File: config.mk
export PLATFORM = sky130hd
export DESIGN_NAME = seg_scan_capture
export DESIGN_NICKNAME = d
export VERILOG_FILES = /design/src/rtl/seg_scan_capture.sv
export SDC_FILE = /design/constraint.sdc
export NUM_CORES = 1
export LEC_CHECK = 0
export CAP_MARGIN = 0
export CORE_AREA = 2 2 80 82
export DETAILED_ROUTE_END_ITERATION = 6
export DIE_AREA = 0 0 82 84
export GPL_ROUTABILITY_DRIVEN = 0
export PLACE_DENSITY = 0.74
export SYNTH_ARGS = -nofsm -noshare
export SYNTH_HDL_FRONTEND = slang
export SYNTH_SLANG_ARGS = --single-unit
File: constraint.sdc
create_clock -name clk_in -period 2.6 [get_ports clk_in]
set_input_delay 0.39 -clock clk_in [delete_from_list [all_inputs] [get_ports clk_in]]
set_output_delay 0.39 -clock clk_in [all_outputs]
set_load 0.02 [all_outputs]
File: src/rtl/seg_scan_capture.sv
// seg_scan_capture: captures a multiplexed 7-segment display bus into decoded digit frames.
// Each digit is accepted only after STABLE_CYC identical registered samples.
module seg_scan_capture #(
    parameter int NUM_DIG    = 4,
    parameter int STABLE_CYC = 4
) (
    input  logic                   clk_in,
    input  logic                   rst_n_in,
    input  logic [7:0]             seg_data_in,
    input  logic [NUM_DIG-1:0]     sel_in,
    input  logic                   frame_ready_in,
    output logic [4*NUM_DIG-1:0]   digits_out,
    output logic [NUM_DIG-1:0]     dp_out,
    output logic                   frame_valid_out,
    output logic                   err_out,
    output logic                   overrun_out
);
    localparam int CW = $clog2(STABLE_CYC + 1);
    typedef enum logic [1:0] {IDLE, SETTLE, HOLD} state_t;

    state_t               state_q, state_d;
    logic [NUM_DIG-1:0]   sel_q, ref_sel_q, ref_sel_d, seen_q, seen_d;
    logic [NUM_DIG-1:0]   wdp_q, wdp_d, dp_q, dp_d;
    logic [7:0]           seg_q, ref_seg_q, ref_seg_d;
    logic [CW-1:0]        cnt_q, cnt_d;
    logic [4*NUM_DIG-1:0] wcode_q, wcode_d, digits_q, digits_d;
    logic                 valid_q, valid_d, err_q, err_d, ovr_q, ovr_d;
    logic                 onehot, same, cap, complete;
    logic [4:0]           dec;

    // {unrecognised, code}
    function automatic logic [4:0] decode(input logic [6:0] p);
        case (p)
            7'h3F:   decode = 5'h00;
            7'h06:   decode = 5'h01;
            7'h5B:   decode = 5'h02;
            7'h4F:   decode = 5'h03;
            7'h66:   decode = 5'h04;
            7'h6D:   decode = 5'h05;
            7'h7D:   decode = 5'h06;
            7'h07:   decode = 5'h07;
            7'h7F:   decode = 5'h08;
            7'h6F:   decode = 5'h09;
            7'h40:   decode = 5'h0A;
            7'h00:   decode = 5'h0B;
            default: decode = 5'h1E;
        endcase
    endfunction

    always_comb begin
        onehot    = (sel_q != '0) && ((sel_q & (sel_q - NUM_DIG'(1))) == '0);
        same      = {sel_q, seg_q} == {ref_sel_q, ref_seg_q};
        state_d   = state_q;
        cnt_d     = cnt_q;
        ref_sel_d = ref_sel_q;
        ref_seg_d = ref_seg_q;
        cap       = 1'b0;
        if (state_q == SETTLE && same) begin
            cnt_d   = (cnt_q == CW'(STABLE_CYC)) ? cnt_q : cnt_q + 1'b1;
            cap     = cnt_d == CW'(STABLE_CYC);
            state_d = cap ? HOLD : SETTLE;
        end else if (state_q == HOLD && same) begin
            state_d = HOLD;
        end else begin
            // IDLE, a changed sample in SETTLE and any change in HOLD all restart here
            state_d = onehot ? SETTLE : IDLE;
            if (onehot) begin
                cnt_d     = CW'(1);
                ref_sel_d = sel_q;
                ref_seg_d = seg_q;
            end
        end
    end

    always_comb begin
        dec      = decode(ref_seg_q[6:0]);
        complete = &seen_q;
        seen_d   = complete ? '0 : seen_q;
        wcode_d  = wcode_q;
        wdp_d    = wdp_q;
        for (int i = 0; i < NUM_DIG; i++) begin
            if (cap && ref_sel_q[i]) begin
                wcode_d[4*i +: 4] = dec[3:0];
                wdp_d[i]          = ref_seg_q[7];
                seen_d[i]         = 1'b1;
            end
        end
        err_d    = err_q | (cap & dec[4]);
        digits_d = digits_q;
        dp_d     = dp_q;
        valid_d  = valid_q;
        ovr_d    = ovr_q;
        if (complete && (!valid_q || frame_ready_in)) begin
            digits_d = wcode_q;
            dp_d     = wdp_q;
            valid_d  = 1'b1;
        end else if (complete) begin
            ovr_d = 1'b1;
        end else if (frame_ready_in) begin
            valid_d = 1'b0;
        end
    end

    always_ff @(posedge clk_in or negedge rst_n_in) begin
        if (!rst_n_in) begin
            sel_q     <= '0;
            seg_q     <= '0;
            state_q   <= IDLE;
            cnt_q     <= '0;
            ref_sel_q <= '0;
            ref_seg_q <= '0;
            seen_q    <= '0;
            wcode_q   <= '0;
            wdp_q     <= '0;
            digits_q  <= {NUM_DIG{4'hB}};
            dp_q      <= '0;
            valid_q   <= 1'b0;
            err_q     <= 1'b0;
            ovr_q     <= 1'b0;
        end else begin
            sel_q     <= sel_in;
            seg_q     <= seg_data_in;
            state_q   <= state_d;
            cnt_q     <= cnt_d;
            ref_sel_q <= ref_sel_d;
            ref_seg_q <= ref_seg_d;
            seen_q    <= seen_d;
            wcode_q   <= wcode_d;
            wdp_q     <= wdp_d;
            digits_q  <= digits_d;
            dp_q      <= dp_d;
            valid_q   <= valid_d;
            err_q     <= err_d;
            ovr_q     <= ovr_d;
        end
    end

    assign digits_out      = digits_q;
    assign dp_out          = dp_q;
    assign frame_valid_out = valid_q;
    assign err_out         = err_q;
    assign overrun_out     = ovr_q;
endmodule

### Met2 routing, run 1

(4 px per um) Cells faint in the background.
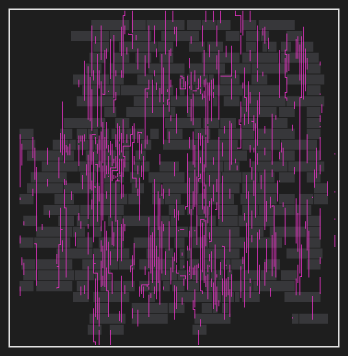
267 nets have wire on it. The layer carries 2,560 um of wire. The wires run mostly vertical. The layer holds 47% of the routed length. The longest straight run is 43.9 um.
total number of vias: 2,015
Final Routed Wirelength: 5480 um
grt met2 use: 26.1%

### The clock network, run 1

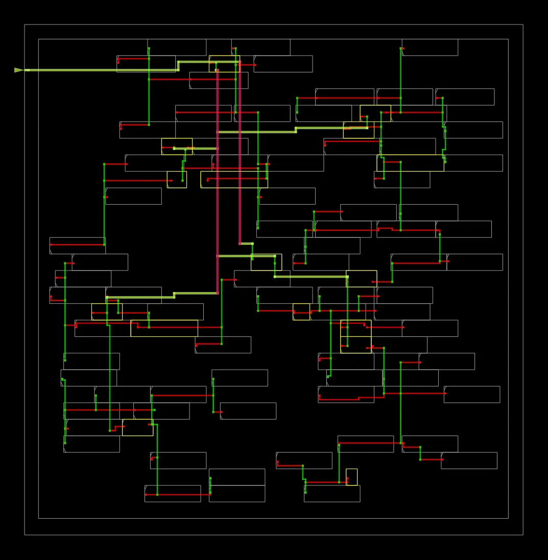
cts bufs inserted: 9
Clk power: 1080 uW
Clk Latency, worst-skew pair: 0.34 ns
clock skew after layout: 0.00749 ns

### Placed cells, one color a class, run 1

(4 px per um) Fill, decap, tap and diode cells in gray.
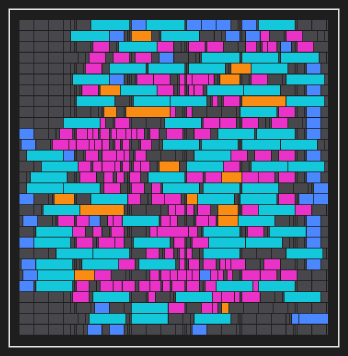
Key: cyan = flip-flops [cells 76]; magenta = all other logic [cells 162]; blue = other buffers and delay cells [cells 42]; orange = clock drivers and dummy loads [cells 16]
row cnt: 29
register fraction of the total cell area: 48.5%
Final Instance Area: 3960 sq um

==> impl_results.html, run 1 <==
<h2>Synthesis and place &amp; route</h2>
<table>
<tr><th>Metric</th><th>Value</th></tr>
<tr><th colspan="2">Timing</th></tr>
<tr><td>Aggregate negative setup slack</td><td>0 ns</td></tr>
<tr><td>Total count of max-transition violations in the final report</td><td>0</td></tr>
<tr><td>Setup repair after global routing missed its margin</td><td>false</td></tr>
<tr><td>Finish-stage setup viols</td><td>0</td></tr>
<tr><td>Worst hold slack across all endpoints</td><td>0.0546 ns</td></tr>
<tr><td>Fmax achieved</td><td>0.428 GHz</td></tr>
<tr><td>Tcrit/Tclk final</td><td>89.9%</td></tr>
<tr><th colspan="2">Routing</th></tr>
<tr><td>First-iteration detailed-routing DRC count</td><td>91</td></tr>
<tr><td>Mean routed wirelength per cell</td><td>14.7 um</td></tr>
<tr><td>Vias per Instance</td><td>5.40</td></tr>
<tr><td>ANT nets after route</td><td>0</td></tr>
<tr><th colspan="2">Synth</th></tr>
<tr><td>Area share of the largest cell type after synthesis</td><td>49.3%</td></tr>
<tr><td>Seq/Total Area, Yosys</td><td>59.1%</td></tr>
<tr><td>Synthesized area divided by synthesized cell count</td><td>about 13 sq um</td></tr>
<tr><td>Post-synth tally of flip-flops with integrated enable</td><td>0</td></tr>
<tr><td>Yosys warning tally</td><td>0</td></tr>
<tr><td>Post-synth top flop</td><td>sky130_fd_sc_hd__dfrtp_1</td></tr>
<tr><td>Distinct cell type count of the synthesized netlist</td><td>44</td></tr>
<tr><td>Cell with the most instances after synthesis</td><td>sky130_fd_sc_hd__dfrtp_1</td></tr>
<tr><td>Nets in the synthesized netlist</td><td>approximately 270</td></tr>
<tr><td>FFs w/ async S/R, synth</td><td>100%</td></tr>
<tr><td>Count of instantiated cells in the yosys netlist</td><td>248</td></tr>
<tr><th colspan="2">Global route</th></tr>
<tr><td>Number of global-route vias before repair</td><td>roughly 1,900</td></tr>
<tr><td>Wire length of the first global-routing pass</td><td>9270 um</td></tr>
<tr><td>Total congestion overflow after global routing</td><td>0</td></tr>
<tr><th colspan="2">Clock tree</th></tr>
<tr><td>Clock tree from TritonCTS</td><td>yes</td></tr>
<tr><td>Buffers inserted by post-CTS timing repair</td><td>0</td></tr>
<tr><td>Buffer cell driving the clock tree root</td><td>sky130_fd_sc_hd__clkbuf_8</td></tr>
<tr><td>CTS Buffer Depth</td><td>2</td></tr>
<tr><td>Worst-path clk slew</td><td>roughly 0.080 ns</td></tr>
<tr><th colspan="2">Worst setup path</th></tr>
<tr><td>Cell chain of the critical path</td><td>xnor2_1, nand4_1, nor4_4, nand3_1, mux2_2</td></tr>
<tr><td>Largest fanout on the critical path</td><td>11</td></tr>
<tr><td>Cell family with most CP delay</td><td>simple AND/OR/NAND/NOR gates</td></tr>
<tr><td>Startpoint Class</td><td>flop</td></tr>
<tr><td>Largest stage delay, worst path</td><td>approximately 0.56 ns</td></tr>
<tr><td>Crit-path slowest cell</td><td>sky130_fd_sc_hd__dfrtp_1</td></tr>
<tr><th colspan="2">Pwr</th></tr>
<tr><td>Switching share of total power</td><td>22.7%</td></tr>
<tr><td>Total internal power</td><td>about 2000 uW</td></tr>
<tr><td>Peak ir drop on the vdd network</td><td>~0.00048 V</td></tr>
<tr><td>PD cells</td><td>654 nW/um^2</td></tr>
<tr><td>Proportion of power drawn by the clock network</td><td>41.7%</td></tr>
<tr><td>Net load switching power</td><td>586 uW</td></tr>
<tr><td>Power share of the sequential group</td><td>slightly below 50%</td></tr>
<tr><th colspan="2">Final layout</th></tr>
<tr><td>Number of fill cells in the layout</td><td>~450</td></tr>
<tr><td>Fraction of layout cells with a size suffix above 1</td><td>about 31%</td></tr>
<tr><td>Inserted Diodes</td><td>0</td></tr>
<tr><td>Most frequent logic cell in the layout</td><td>sky130_fd_sc_hd__dfrtp_1</td></tr>
<tr><th colspan="2">Floorplanning</th></tr>
<tr><td>Die y size</td><td>84 um</td></tr>
<tr><td>Number of top-level design ports</td><td>38</td></tr>
<tr><th colspan="2">Run</th></tr>
<tr><td>Tally of OpenROAD warnings</td><td>27</td></tr>
<tr><th colspan="2">Place</th></tr>
<tr><td>Detail Placement HPWL</td><td>3870 um</td></tr>
<tr><td>Number of buffer cells added on primary ports</td><td>37</td></tr>
<tr><td>Worst slack at placement</td><td>slightly above 0.3 ns</td></tr>
<tr><th colspan="2">Status</th></tr>
<tr><td>Outcome</td><td>finished, final reports clean</td></tr>
</table>
## run 1: metal layers
layer | share of wire [%] | track usage (%) | vias up
li1 | - | - | 961
met1 | 47 | 25.6 | 992
met2 | 47 | 26.1 | 55
met3 | 4.8 | 5.19 | 7
met4 | 1.2 | 7.27 | 0
met5 | 0 | 0 | -
## run 1: cell type report
cell class	instances	area, sq um	area share (%)
sequential	76	1920	48.5
tap	77	96.3	2.44
inverter	4	15.0	0.380
clock buffer	10	138	3.48
multi-input combinational	158	1260	31.9
timing repair buffer	42	415	10.5
clock inverter	6	111	2.82
## run 1: power groups by stage
stage	Clock (uW)	Sequential [uW]	Combinational, uW
floorplan	0	1270	180
global placement	0	1310	219
detailed placement	0	1310	223
CTS	1110	1280	225
global route	1180	1290	246
finish	1080	1290	222
## run 1: cell families (layout without fill, tap and decap cells)
kind of cell    count (synthesis)  after routing  synth area share (%)
simple gates                   63             63                  10.3
fa+ha+maj                       2              2                 0.771
xor+xnor                       14             14                  3.78
compound gates                 26             26                  5.71
buf+inv                        14             62                  2.04
flops                          76             76                  59.1
mux                            53             53                  18.4
## run 1: sequential cells by signal, summed over array words and instances (netlist names)
name,cells
wdp_q,4
sel_q,4
frame_valid_out,1
seen_q,4
seg_q,8
state_q,2
err_out,1
ref_seg_q,8
dp_out,4
overrun_out,1
wcode_q,16
ref_sel_q,4
digits_out,16
cnt_q,3
## run 1: path summary, 6_finish.rpt
| check | end | slack [ns] | cells past startpoint |
|---|---|---|---|
| setup / recovery | wcode_q[5] | 0.26 | 5 |
| hold / removal | dp_out[2] | 0.05 | 2 |
| setup reg to reg | wcode_q[5] | 0.26 | 5 |
| hold reg to reg | seen_q[3] | 0.47 | 2 |
| max in group asynchronous | digits_out[15] | 2.18 | 2 |
| min in group clk_in | seen_q[3] | 0.47 | 2 |
==> run 2: changes to the inputs <==
--- a/config.mk
+++ b/config.mk
@@ -10,7 +10,7 @@
 export DETAILED_ROUTE_END_ITERATION = 6
 export DIE_AREA = 0 0 82 84
 export GPL_ROUTABILITY_DRIVEN = 0
-export PLACE_DENSITY = 0.74
+export PLACE_DENSITY = 0.8
 export SYNTH_ARGS = -nofsm -noshare
 export SYNTH_HDL_FRONTEND = slang
 export SYNTH_SLANG_ARGS = --single-unit
### I/O pins on the die edge, run 2

(3 px per um) Pins as bars across the die edge, other pins in gray.
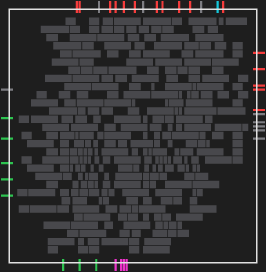
Key: cyan = rst_n_in [pins 1, direction input, edge top]; red = digits_out [pins 16, direction output, edge 11 top, 5 right]; green = seg_data_in [pins 8, direction input, edge 5 left, 3 bottom]; magenta = sel_in [pins 4, direction input, edge bottom]
All pins by edge: 15 top, 10 right, 7 bottom, 6 left.
die y size: 84 um
number of buffer cells added on primary ports: 37
die width: 82 um

### Met2 routing, run 2

(4 px per um) Cells faint in the background.
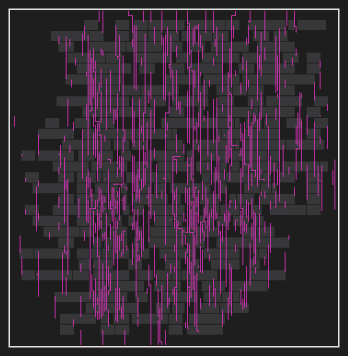
The layer carries 2,810 um of wire. 275 nets have wire on it. The layer holds 49% of the routed length. The wires run mostly vertical. The longest straight run is 43.2 um.
Final Routed Wirelength: 5760 um
total number of vias: 2,053
grt met2 use: 27.7%

==> run 2 against run 1 <==
Compared with the run above:
- sequential share of layout area increased by 0.61 points
- largest power group unchanged
- maximum frequency decreased by 0.20%
- final cell count decreased by 0.27%
- via count increased by 1.9%
- register-to-register slack about the same
- combinational power decreased by 7%
- cell area decreased by 1.2%
==> impl_results.html, run 2 <==
<h2>Synthesis and place &amp; route</h2>
<table>
<tr><th>Metric</th><th>Value</th></tr>
<tr><th colspan="2">Status</th></tr>
<tr><td>Outcome</td><td>finished, final reports clean</td></tr>
<tr><th colspan="2">Pwr</th></tr>
<tr><td>Power share of the sequential group</td><td>53.4% (+3.7 points)</td></tr>
<tr><td>Combinational power share</td><td>8.5%</td></tr>
<tr><td>Total internal power</td><td>1800 uW (-9.7%)</td></tr>
<tr><td>PD cells</td><td>622 nW/um^2 (-4.9%)</td></tr>
<tr><td>Net load switching power</td><td>625 uW (+6.6%)</td></tr>
<tr><td>Proportion of power drawn by the clock network</td><td>38.1% (-3.6 points)</td></tr>
<tr><td>Peak ir drop on the vdd network</td><td>0.000462 V (-4.1%)</td></tr>
<tr><td>Switching share of total power</td><td>25.7% (+3.0 points)</td></tr>
<tr><th colspan="2">Clock tree</th></tr>
<tr><td>Worst-path clk slew</td><td>0.08 ns (about the same)</td></tr>
<tr><td>CTS Buffer Depth</td><td>2 (unchanged)</td></tr>
<tr><td>H-tree Lvls</td><td>3</td></tr>
<tr><td>Clock tree from TritonCTS</td><td>yes</td></tr>
<tr><td>Buffers inserted by post-CTS timing repair</td><td>0 (unchanged)</td></tr>
<tr><td>Cts bufs inserted</td><td>9 (unchanged)</td></tr>
<tr><td>Buffer cell driving the clock tree root</td><td>sky130_fd_sc_hd__clkbuf_8</td></tr>
<tr><td>Clk Latency, worst-skew pair</td><td>0.35 ns (about the same)</td></tr>
<tr><th colspan="2">Global route</th></tr>
<tr><td>Routing usage on met3</td><td>4.65% (-0.54 points)</td></tr>
<tr><td>Met1 Track Usage GR</td><td>25.9% (+0.36 points)</td></tr>
<tr><td>Number of global-route vias before repair</td><td>1,983 (+4.2%)</td></tr>
<tr><td>Total congestion overflow after global routing</td><td>0 (unchanged)</td></tr>
<tr><td>Wire length of the first global-routing pass</td><td>9620 um (+3.7%)</td></tr>
<tr><td>Top Usage Layer GRT</td><td>met2</td></tr>
<tr><th colspan="2">Synth</th></tr>
<tr><td>Post-synth tally of flip-flops with integrated enable</td><td>0 (unchanged)</td></tr>
<tr><td>Post-synthesis register bit count</td><td>~76</td></tr>
<tr><td>Cell with the most instances after synthesis</td><td>sky130_fd_sc_hd__dfrtp_1</td></tr>
<tr><td>Distinct cell type count of the synthesized netlist</td><td>44 (unchanged)</td></tr>
<tr><td>Synthesized-area fraction occupied by ao, oa, aoi and oai cells</td><td>5.71% (unchanged)</td></tr>
<tr><td>Synthesized area divided by synthesized cell count</td><td>13.1 sq um (unchanged)</td></tr>
<tr><td>Dominant non-sequential cell family after synthesis</td><td>multiplexers</td></tr>
<tr><td>Share of cell area taken by muxes after synthesis</td><td>18.4% (unchanged)</td></tr>
<tr><td>FFs w/ async S/R, synth</td><td>100% (unchanged)</td></tr>
<tr><td>Cell area leaders</td><td>sky130_fd_sc_hd__dfrtp_1 49%, sky130_fd_sc_hd__mux2_2 18%, sky130_fd_sc_hd__dfstp_2 9.7%</td></tr>
<tr><td>Count of instantiated cells in the yosys netlist</td><td>248 (unchanged)</td></tr>
<tr><td>Area share of the largest cell type after synthesis</td><td>49.3% (unchanged)</td></tr>
<tr><td>Seq/Total Area, Yosys</td><td>59.1% (unchanged)</td></tr>
<tr><td>Area fraction in xor and xnor cells</td><td>3.78% (unchanged)</td></tr>
<tr><td>Post-synth top flop</td><td>sky130_fd_sc_hd__dfrtp_1</td></tr>
<tr><td>Yosys warning tally</td><td>0 (unchanged)</td></tr>
<tr><td>Nets in the synthesized netlist</td><td>265 (unchanged)</td></tr>
<tr><td>Basic-gate share of the synthesized area counting and, or, nand and nor cells</td><td>10.3% (unchanged)</td></tr>
<tr><td>Fa+ha+maj area frac</td><td>0.771% (unchanged)</td></tr>
<tr><th colspan="2">Timing</th></tr>
<tr><td>PnR worst setup slack</td><td>0.257 ns</td></tr>
<tr><td>Total count of max-transition violations in the final report</td><td>0 (unchanged)</td></tr>
<tr><td>Tcrit/Tclk final</td><td>90.1% (+0.18 points)</td></tr>
<tr><td>Aggregate negative setup slack</td><td>0 ns (unchanged)</td></tr>
<tr><td>Setup repair after global routing missed its margin</td><td>false</td></tr>
<tr><td>Worst slew slack as a fraction of its limit</td><td>41.8%</td></tr>
<tr><td>Fmax achieved</td><td>0.427 GHz (-0.20%)</td></tr>
<tr><td>Finish-stage setup viols</td><td>0 (unchanged)</td></tr>
<tr><td>Worst hold slack across all endpoints</td><td>0.0607 ns (+0.00610 ns)</td></tr>
<tr><td>Clock skew after layout</td><td>0.00960 ns (+0.00210 ns)</td></tr>
<tr><th colspan="2">Routing</th></tr>
<tr><td>Vias per Instance</td><td>5.52 (+2.2%)</td></tr>
<tr><td>Mean routed wirelength per cell</td><td>15.5 um (+5.5%)</td></tr>
<tr><td>First-iteration detailed-routing DRC count</td><td>150 (+65%)</td></tr>
<tr><td>ANT nets after route</td><td>0 (unchanged)</td></tr>
<tr><th colspan="2">Worst setup path</th></tr>
<tr><td>Largest fanout on the critical path</td><td>11 (unchanged)</td></tr>
<tr><td>Cell chain of the critical path</td><td>xnor2_1, nand4_1, nor4_4, nand3_1, mux2_2</td></tr>
<tr><td>Largest stage delay, worst path</td><td>0.51 ns (-0.05 ns)</td></tr>
<tr><td>Startpoint Class</td><td>flop</td></tr>
<tr><td>Crit-path slowest cell</td><td>sky130_fd_sc_hd__dfrtp_1</td></tr>
<tr><th colspan="2">Floorplanning</th></tr>
<tr><td>Row cnt</td><td>29 (unchanged)</td></tr>
<tr><td>Number of top-level design ports</td><td>38 (unchanged)</td></tr>
<tr><th colspan="2">Final layout</th></tr>
<tr><td>Inserted Diodes</td><td>0 (unchanged)</td></tr>
<tr><td>Number of fill cells in the layout</td><td>464 (+2.4%)</td></tr>
<tr><td>Most frequent logic cell in the layout</td><td>sky130_fd_sc_hd__dfrtp_1</td></tr>
<tr><td>Fraction of layout cells with a size suffix above 1</td><td>30.5% (-0.23 points)</td></tr>
<tr><td>Cell Count, Final, Fillers Out</td><td>372</td></tr>
<tr><th colspan="2">Run</th></tr>
<tr><td>Tally of OpenROAD warnings</td><td>27 (unchanged)</td></tr>
<tr><th colspan="2">Place</th></tr>
<tr><td>Detail Placement HPWL</td><td>3950 um (+2.2%)</td></tr>
<tr><td>Worst slack at placement</td><td>0.250 ns (-0.0580 ns)</td></tr>
</table>
[run 2: cell counts after synthesis]
Identical to the previous run, type by type.
[run 2: path summary, 6_finish.rpt]
kind	startpoint	to	slack (ns)	cells after the start
setup / recovery	ref_seg_q[4]	wdp_q[1]	0.26	5
hold / removal	rst_n_in	wcode_q[15]	0.06	2
setup reg to reg	ref_seg_q[4]	wdp_q[1]	0.26	5
hold reg to reg	overrun_out	overrun_out	0.48	1
max in group asynchronous	rst_n_in	digits_out[1]	2.21	2
min in group clk_in	seg_data_in[2]	seg_q[2]	0.47	1
[run 2: metal layers]
layer,vias to the layer above,wire (um)
li1,960,-
met1,1025,2590
met2,53,2810
met3,15,222
met4,0,144
met5,-,0
[run 2: layout make-up]
type	count	area [sq um]	area share, %
Sequential cell	76	1920	49.1
Multi-Input combinational cell	158	1260	32.3
Timing Repair Buffer	41	408	10.4
Clock buffer	10	138	3.52
Tap cell	77	96.3	2.47
Clock inverter	6	70.1	1.79
Inverter	4	15.0	0.384
[run 2: critical path: cells and delay by family, from the launching register on]
family | cells | cell delay [ns]
xor gates and xnor gates | 1 | 0.27
DFF | 1 | 0.51
muxes | 1 | 0.37
and+or+nand+nor | 3 | 1.08
[run 2: through the flow]
stage	utilization, %	cell area, sq um
after floorplan	-	3250
after CTS	64.1	3910
after detailed placement	60.7	3700
after global placement	60.7	3700
final	64.1	3910
after global routing	64.1	3910
[run 2: power by group through the flow]
stage,logic (uW),registers (uW),clock network [uW]
after global placement,203,1320,0
final,207,1300,925
after floorplan,180,1270,0
after global routing,231,1310,1010
after CTS,209,1300,949
after detailed placement,207,1320,0
==> run 3: changes to the inputs <==
--- a/config.mk
+++ b/config.mk
@@ -11,6 +11,7 @@
 export DIE_AREA = 0 0 82 84
 export GPL_ROUTABILITY_DRIVEN = 0
 export PLACE_DENSITY = 0.8
+export SETUP_SLACK_MARGIN = 0.4
 export SYNTH_ARGS = -nofsm -noshare
 export SYNTH_HDL_FRONTEND = slang
 export SYNTH_SLANG_ARGS = --single-unit
### Placed cells, one color a class, run 3

(4 px per um) Fill, decap, tap and diode cells in gray.
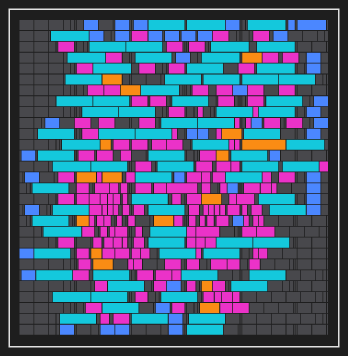
Key: magenta = all other logic [cells 162]; blue = other buffers and delay cells [cells 45]; orange = clock drivers and dummy loads [cells 16]; cyan = flip-flops [cells 76]
total core area: 6100 sq um
register fraction of the total cell area: 48.4%
Final Instance Area: 3970 sq um
Core Util, Final: 65.1%

### Routed clock nets over the placement, run 3

(6 px per um)
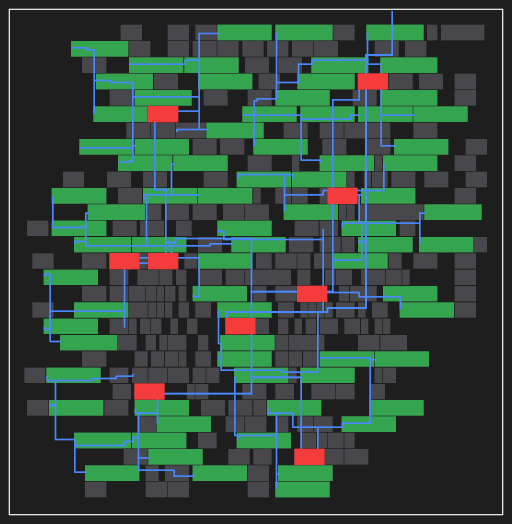
Key: red = cells driving clock nets [count 9]; green = flip-flops [count 76]; blue = clock wires [length 909 um]
Position of the flops: spread over the die. There are 10 routed clock nets.
proportion of power drawn by the clock network: 38.0%
Clk power: 927 uW
Clk Latency, worst-skew pair: 0.35 ns
clock skew after layout: 0.00968 ns

==> run 3 against run 2 <==
Compared with the run above:
- core utilization is 1.0 points higher
- combinational power is 2% higher
- sequential power hardly changed
- largest power group unchanged
==> impl_results.html, run 3 <==
<h2>Synthesis and place &amp; route</h2>
<table>
<tr><th>Metric</th><th>Value</th></tr>
<tr><th colspan="2">Synth</th></tr>
<tr><td>Post-synth top flop</td><td>sky130_fd_sc_hd__dfrtp_1</td></tr>
<tr><td>Yosys warning tally</td><td>0 (unchanged)</td></tr>
<tr><td>Cell area leaders</td><td>sky130_fd_sc_hd__dfrtp_1 49%, sky130_fd_sc_hd__mux2_2 18%, sky130_fd_sc_hd__dfstp_2 9.7%</td></tr>
<tr><td>Post-synthesis register bit count</td><td>76 (unchanged)</td></tr>
<tr><td>Post-synth tally of flip-flops with integrated enable</td><td>0 (unchanged)</td></tr>
<tr><td>Distinct cell type count of the synthesized netlist</td><td>44 (unchanged)</td></tr>
<tr><td>Nets in the synthesized netlist</td><td>265 (unchanged)</td></tr>
<tr><td>Seq/Total Area, Yosys</td><td>59.1% (unchanged)</td></tr>
<tr><th colspan="2">Worst setup path</th></tr>
<tr><td>Crit-path slowest cell</td><td>sky130_fd_sc_hd__dfrtp_1</td></tr>
<tr><td>Largest fanout on the critical path</td><td>6 (-5)</td></tr>
<tr><td>Slack of the worst reg-to-reg path</td><td>0.43 ns (+0.17 ns)</td></tr>
<tr><td>Cell chain of the critical path</td><td>xnor2_1, nand4_1, nor4_4, buf_4, nand3_2, mux2_2</td></tr>
<tr><td>Worst reg2reg endpoint</td><td>wdp_q[1]</td></tr>
<tr><td>Buffers plus inverters on the worst setup path</td><td>1 (+1)</td></tr>
<tr><td>Cell family with most CP delay</td><td>simple AND/OR/NAND/NOR gates</td></tr>
<tr><td>Largest stage delay, worst path</td><td>0.43 ns (-0.08 ns)</td></tr>
<tr><td>Startpoint Class</td><td>flop</td></tr>
<tr><td>Worst reg2reg path startpoint</td><td>ref_sel_q[2]</td></tr>
<tr><th colspan="2">Pwr</th></tr>
<tr><td>Peak ir drop on the vdd network</td><td>0.000465 V (+0.75%)</td></tr>
<tr><td>Total internal power</td><td>1810 uW (+0.26%)</td></tr>
<tr><td>Seq. pwr</td><td>1300 uW (about the same)</td></tr>
<tr><td>Total combinational power</td><td>212 uW (+2%)</td></tr>
<tr><td>Switching share of total power</td><td>25.8% (+0.11 points)</td></tr>
<tr><td>Biggest power consumer among the groups</td><td>sequential cells</td></tr>
<tr><th colspan="2">Global route</th></tr>
<tr><td>Routing usage on met3</td><td>4.76% (+0.11 points)</td></tr>
<tr><td>Number of global-route vias before repair</td><td>2,013 (+1.5%)</td></tr>
<tr><td>Grt met2 use</td><td>28.2% (+0.44 points)</td></tr>
<tr><td>Met1 Track Usage GR</td><td>25.9% (-0.073 points)</td></tr>
<tr><td>Total congestion overflow after global routing</td><td>0 (unchanged)</td></tr>
<tr><td>Wire length of the first global-routing pass</td><td>9710 um (+0.94%)</td></tr>
<tr><th colspan="2">Place</th></tr>
<tr><td>Worst slack at placement</td><td>0.250 ns (unchanged)</td></tr>
<tr><td>Number of buffer cells added on primary ports</td><td>37 (unchanged)</td></tr>
<tr><td>Detail Placement HPWL</td><td>3950 um (unchanged)</td></tr>
<tr><th colspan="2">Routing</th></tr>
<tr><td>Mean routed wirelength per cell</td><td>15.7 um (+1.3%)</td></tr>
<tr><td>Highest signal layer in the routed design</td><td>met4</td></tr>
<tr><td>Routed met2 length</td><td>2970 um (+5.9%)</td></tr>
<tr><td>Met3 wirelength from detailed routing</td><td>255 um (+15%)</td></tr>
<tr><td>Vias per Instance</td><td>5.52 (about the same)</td></tr>
<tr><td>First-iteration detailed-routing DRC count</td><td>108 (-28%)</td></tr>
<tr><td>ANT nets after route</td><td>0 (unchanged)</td></tr>
<tr><td>Final Routed Wirelength</td><td>5900 um (+2.4%)</td></tr>
<tr><th colspan="2">Timing</th></tr>
<tr><td>Fmax achieved</td><td>0.460 GHz (+7.9%)</td></tr>
<tr><td>Worst slew slack as a fraction of its limit</td><td>63.0% (+21 points)</td></tr>
<tr><td>Aggregate negative setup slack</td><td>0 ns (unchanged)</td></tr>
<tr><td>Setup repair after global routing missed its margin</td><td>false</td></tr>
<tr><td>PnR worst setup slack</td><td>0.428 ns (+0.171 ns)</td></tr>
<tr><td>Finish-stage setup viols</td><td>0 (unchanged)</td></tr>
<tr><th colspan="2">Clock tree</th></tr>
<tr><td>Clock tree from TritonCTS</td><td>yes</td></tr>
<tr><td>Worst-path clk slew</td><td>0.08 ns (about the same)</td></tr>
<tr><td>CTS Buffer Depth</td><td>2 (unchanged)</td></tr>
<tr><th colspan="2">Final layout</th></tr>
<tr><td>Most frequent logic cell in the layout</td><td>sky130_fd_sc_hd__dfrtp_1</td></tr>
<tr><td>Number of fill cells in the layout</td><td>453 (-2.4%)</td></tr>
<tr><td>Cell Count, Final, Fillers Out</td><td>376 (+1.1%)</td></tr>
<tr><th colspan="2">Status</th></tr>
<tr><td>Outcome</td><td>finished, final reports clean</td></tr>
<tr><th colspan="2">Run</th></tr>
<tr><td>Tally of OpenROAD warnings</td><td>28 (+3.7%)</td></tr>
<tr><th colspan="2">Floorplanning</th></tr>
<tr><td>Die y size</td><td>84 um (unchanged)</td></tr>
</table>
[run 3: timing repair]
| action | in CTS | in global routing |
|---|---|---|
| pin swaps | 1 | 4 |
| hold buffers | 0 | 0 |
| resized | 2 | 6 |
| endpoints found under the setup margin | 32 | 35 |
| buffers inserted | 2 | 2 |
| endpoints found under the hold margin | 0 | 0 |
[run 3: cell families (layout without fill, tap and decap cells)]
family	count (synthesis)	count (layout)	share of synthesized area (%)
AND-OR/OR-AND	26	26	5.71
XOR/XNOR	14	14	3.78
buffers and inverters	14	65	2.04
flip-flops	76	76	59.1
adder cells (fa/ha/maj)	2	2	0.771
AND/OR/NAND/NOR	63	63	10.3
multiplexers	53	53	18.4
[run 3: worst max-delay path by stage]
stage	start	end	slack, ns	depth (start not counted)
floorplan	cnt_q[0]	wcode_q[0]	0.53	7
global placement	ref_seg_q[4]	wdp_q[1]	0.32	5
detailed placement	ref_seg_q[4]	wcode_q[6]	0.25	5
CTS	ref_seg_q[4]	wdp_q[0]	0.34	5
global route	ref_seg_q[4]	wdp_q[0]	0.36	6
finish	ref_sel_q[2]	wdp_q[1]	0.43	6
[run 3: per-stage QoR]
step	hold slack (ns)	total power [uW]	cell area, sq um	util [%]
after global routing	0.0760	2550	3970	65.1
after detailed placement	0.452	1530	3700	60.7
after CTS	0.0654	2460	3930	64.5
after global placement	0.453	1520	3700	60.7
final	0.0627	2440	3970	65.1
after floorplan	0.0944	1450	3250	-
[run 3: final cells by class]
cell class | instances | area [sq um] | area share, %
multi-input combinational | 158 | 1290 | 32.5
timing repair buffer | 45 | 438 | 11.0
sequential | 76 | 1920 | 48.4
clock buffer | 10 | 138 | 3.47
clock inverter | 6 | 70.1 | 1.77
tap | 77 | 96.3 | 2.43
inverter | 4 | 15.0 | 0.378
Power is estimated from default activity; no workload was simulated.
